File: config.mk
export PLATFORM = sky130hd
export DESIGN_NAME = i2s_refill_ctrl
export DESIGN_NICKNAME = d
export VERILOG_FILES = /design/src/rtl/i2s_refill_ctrl.sv
export SDC_FILE = /design/constraint.sdc
export NUM_CORES = 1
export LEC_CHECK = 0
export ABC_AREA = 1
export CORE_MARGIN = 2
export CORE_UTILIZATION = 40
export DETAILED_ROUTE_END_ITERATION = 10
export PLACE_DENSITY = 0.69
export SLEW_MARGIN = 20
export SYNTH_ARGS = -nofsm -noshare
export SYNTH_HDL_FRONTEND = slang
export SYNTH_SLANG_ARGS = --single-unit
File: constraint.sdc
create_clock -name wb_clk -period 1.8 [get_ports wb_clk]
set_input_delay 0.18 -clock wb_clk [delete_from_list [all_inputs] [get_ports wb_clk]]
set_output_delay 0.18 -clock wb_clk [all_outputs]
set_load 0.05 [all_outputs]
File: src/rtl/i2s_refill_ctrl.sv
// Ping-pong refill controller for the I2S transmitter sample RAM.
// Primes the whole buffer on enable, then refills a half each time the codec frees it.
module i2s_refill_ctrl #(
    parameter int unsigned DATA_WIDTH = 16,
    parameter int unsigned ADDR_WIDTH = 14
) (
    input  logic                  wb_clk,
    input  logic                  wb_rst,
    input  logic                  ctrl_en,
    input  logic                  clr_err,
    input  logic                  evt_lsbf,
    input  logic                  evt_hsbf,
    input  logic [DATA_WIDTH-1:0] src_dat,
    input  logic                  src_valid,
    output logic                  src_ready,
    output logic [DATA_WIDTH-1:0] mem_dat,
    output logic                  mem_wr_en,
    output logic [ADDR_WIDTH-1:0] mem_wr_addr,
    output logic                  primed,
    output logic                  busy,
    output logic                  underrun
);

    localparam logic [ADDR_WIDTH-1:0] ADDR_MAX  = '1;
    localparam logic [ADDR_WIDTH-1:0] ADDR_HALF = ADDR_WIDTH'(1) << (ADDR_WIDTH - 1);
    localparam logic [ADDR_WIDTH-1:0] HALF_LAST = ADDR_HALF - ADDR_WIDTH'(1);

    typedef enum logic [2:0] {
        S_IDLE,
        S_PRIME,
        S_WAIT,
        S_FILL_LO,
        S_FILL_HI
    } state_t;

    state_t                r_state;
    logic [ADDR_WIDTH-1:0] r_addr;
    logic                  r_pend_lo;
    logic                  r_pend_hi;
    logic                  r_primed;
    logic                  r_underrun;

    state_t                w_state_nxt;
    logic [ADDR_WIDTH-1:0] w_addr_nxt;
    logic                  w_pend_lo_nxt;
    logic                  w_pend_hi_nxt;
    logic                  w_primed_nxt;
    logic                  w_underrun_nxt;
    logic                  w_hs;
    logic                  w_evt_ok;
    logic                  w_lo_set;
    logic                  w_hi_set;
    logic                  w_lo_err;
    logic                  w_hi_err;

    assign src_ready = (r_state == S_PRIME) || (r_state == S_FILL_LO) || (r_state == S_FILL_HI);
    assign busy      = (r_state != S_IDLE) && (r_state != S_WAIT);
    assign primed    = r_primed;
    assign underrun  = r_underrun;

    assign w_hs     = src_valid && src_ready;
    assign w_evt_ok = ctrl_en && ((r_state == S_WAIT) || (r_state == S_FILL_LO) || (r_state == S_FILL_HI));
    assign w_lo_set = w_evt_ok && evt_lsbf;
    assign w_hi_set = w_evt_ok && evt_hsbf;
    // A half that is still pending or being written cannot be freed again without losing samples.
    assign w_lo_err = w_lo_set && (r_pend_lo || (r_state == S_FILL_LO));
    assign w_hi_err = w_hi_set && (r_pend_hi || (r_state == S_FILL_HI));

    // Next-state and next-register logic.
    always_comb begin
        w_state_nxt    = r_state;
        w_addr_nxt     = r_addr;
        w_pend_lo_nxt  = r_pend_lo || w_lo_set;
        w_pend_hi_nxt  = r_pend_hi || w_hi_set;
        w_primed_nxt   = r_primed;
        w_underrun_nxt = r_underrun;

        if (clr_err) begin
            w_underrun_nxt = 1'b0;
        end
        if (w_lo_err || w_hi_err) begin
            w_underrun_nxt = 1'b1;
        end

        case (r_state)
            S_IDLE: begin
                if (ctrl_en) begin
                    w_state_nxt    = S_PRIME;
                    w_addr_nxt     = '0;
                    w_primed_nxt   = 1'b0;
                    w_underrun_nxt = 1'b0;
                end
            end
            S_PRIME: begin
                if (w_hs) begin
                    w_addr_nxt = r_addr + ADDR_WIDTH'(1);
                    if (r_addr == ADDR_MAX) begin
                        w_primed_nxt = 1'b1;
                        w_state_nxt  = S_WAIT;
                    end
                end
            end
            // The pend bit is consumed on fill entry so that any event during the fill
            // (including one on the final handshake) leaves exactly one more refill queued.
            S_WAIT: begin
                if (r_pend_lo) begin
                    w_state_nxt   = S_FILL_LO;
                    w_addr_nxt    = '0;
                    w_pend_lo_nxt = w_lo_set;
                end else if (r_pend_hi) begin
                    w_state_nxt   = S_FILL_HI;
                    w_addr_nxt    = ADDR_HALF;
                    w_pend_hi_nxt = w_hi_set;
                end
            end
            S_FILL_LO: begin
                if (w_hs) begin
                    if (r_addr == HALF_LAST) begin
                        w_state_nxt = S_WAIT;
                    end else begin
                        w_addr_nxt = r_addr + ADDR_WIDTH'(1);
                    end
                end
            end
            S_FILL_HI: begin
                if (w_hs) begin
                    if (r_addr == ADDR_MAX) begin
                        w_state_nxt = S_WAIT;
                    end else begin
                        w_addr_nxt = r_addr + ADDR_WIDTH'(1);
                    end
                end
            end
            default: begin
                w_state_nxt = S_IDLE;
            end
        endcase

        if (!ctrl_en) begin
            w_state_nxt   = S_IDLE;
            w_pend_lo_nxt = 1'b0;
            w_pend_hi_nxt = 1'b0;
            w_primed_nxt  = 1'b0;
        end
    end

    // State, control flags and the registered RAM write port.
    always_ff @(posedge wb_clk or negedge wb_rst) begin
        if (!wb_rst) begin
            r_state     <= S_IDLE;
            r_addr      <= '0;
            r_pend_lo   <= 1'b0;
            r_pend_hi   <= 1'b0;
            r_primed    <= 1'b0;
            r_underrun  <= 1'b0;
            mem_wr_en   <= 1'b0;
            mem_wr_addr <= '0;
            mem_dat     <= '0;
        end else begin
            r_state    <= w_state_nxt;
            r_addr     <= w_addr_nxt;
            r_pend_lo  <= w_pend_lo_nxt;
            r_pend_hi  <= w_pend_hi_nxt;
            r_primed   <= w_primed_nxt;
            r_underrun <= w_underrun_nxt;
            mem_wr_en  <= w_hs;
            if (w_hs) begin
                mem_wr_addr <= r_addr;
                mem_dat     <= src_dat;
            end
        end
    end

endmodule

### Clock wiring as the flow saved it

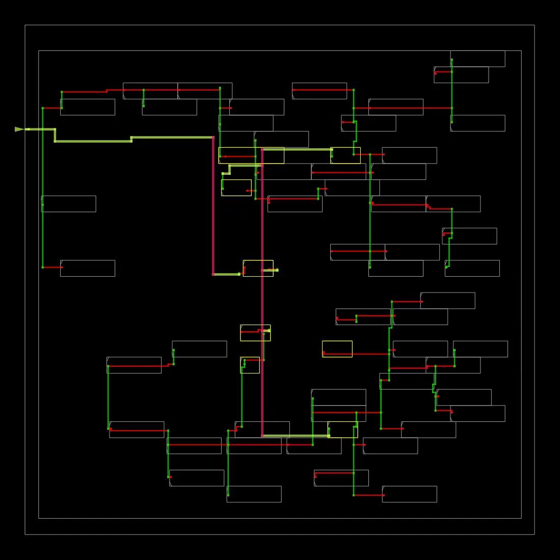
clock buffers: 6
clock network power: 0.835 mW
TritonCTS buffer count: 5

### Met2 routing

(4 px per µm)
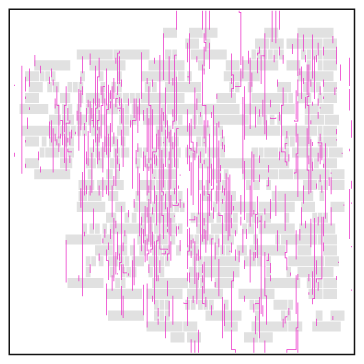
main direction: vertical
wire length on this layer: 2,720 µm
share of all routed wire: 45%
nets with wire on the layer: 347

### Layout detail

Window x 54 to 74, y 54 to 74 µm. Cells in gray, sequential cells in the stronger gray; small squares are vias.
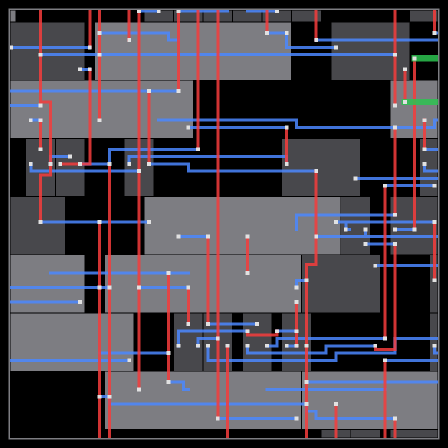
legend:
  met2:
    color: red
  met1:
    color: blue
  met3:
    color: green
netlist names of flops here include: `mem_dat` (6), `r_addr` (1)
most frequent: nand2_1 (9), dfrtp_1 (7), clkdlybuf4s50_1 (5)
cells with their middle in the window: 22
sequential cells in the window: 7

==> results_slide.txt <==
Physical Implementation Snapshot

Outcome
  • Status: finished clean

Flow run
  • Max-cap viol count: 0

Clock network
  • CTS Sinks: 52
  • CTS max path bufs: 2
  • Hold-fix buffers at CTS: 1

Cells and area
  • Synth-to-layout area growth: 33.04%
  • NonClk Buf Share: 0.2074
  • FF+latch area: between 1000 and 1500 µm²
  • Commonest non-fill, non-tap cell in the layout: nand2_1

Placement
  • Post-placement cell area: 3438 µm²

Global route
  • First-pass GRT wire length: 10.58 mm
  • Met1 Resource Use GR: 0.2353

Setup path
  • CP Buf/Inv Count: 1
  • Worst Reg-to-Reg Cells: 7
  • Critical path destination: mem_dat[15]

Power
  • Combinational power: 2.73 mW
  • Internal power: 2.826 mW

Floorplanning
  • Die Size: 7384 µm²

STA
  • Setup WS post-layout: roughly 0.13 ns
  • Final setup viols: 0

Synth
  • Adder Area Share: 0.004660
  • Synth async-reset ratio: 1.000
  • Yosys top cell by area: dfrtp_1

Hold path
  • Hold/Removal Path Class: input port to asynchronous set/reset pin
### Signal wires by layer

(6 px per µm) Two of the layers only.
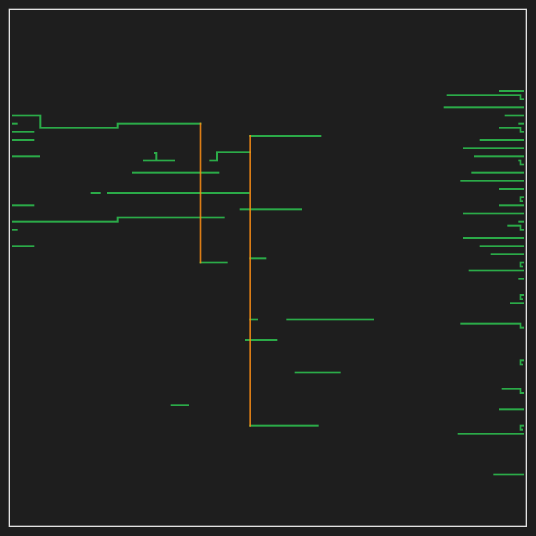
legend:
  met4:
    color: orange
    wire_length: 71.4 µm
  met3:
    color: green
    wire_length: 394 µm

### I/O nets highlighted

(4 px per µm)
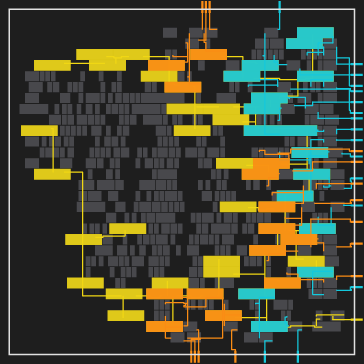
legend:
  `mem_dat`:
    color: cyan
    bits: 16
    direction: output
    end_cells: 16
    buffers: 16
    wire: 297 µm
  `wb_rst`:
    color: yellow
    bits: 1
    direction: input
    end_cells: 52
    buffers: 3
    wire: 369 µm
  `mem_wr_addr`:
    color: orange
    bits: 14
    direction: output
    end_cells: 14
    buffers: 14
    wire: 304 µm
Ports: 58
I/O Buffers: 57

Power figures rest on the tool's default switching activity, not on a simulated workload.
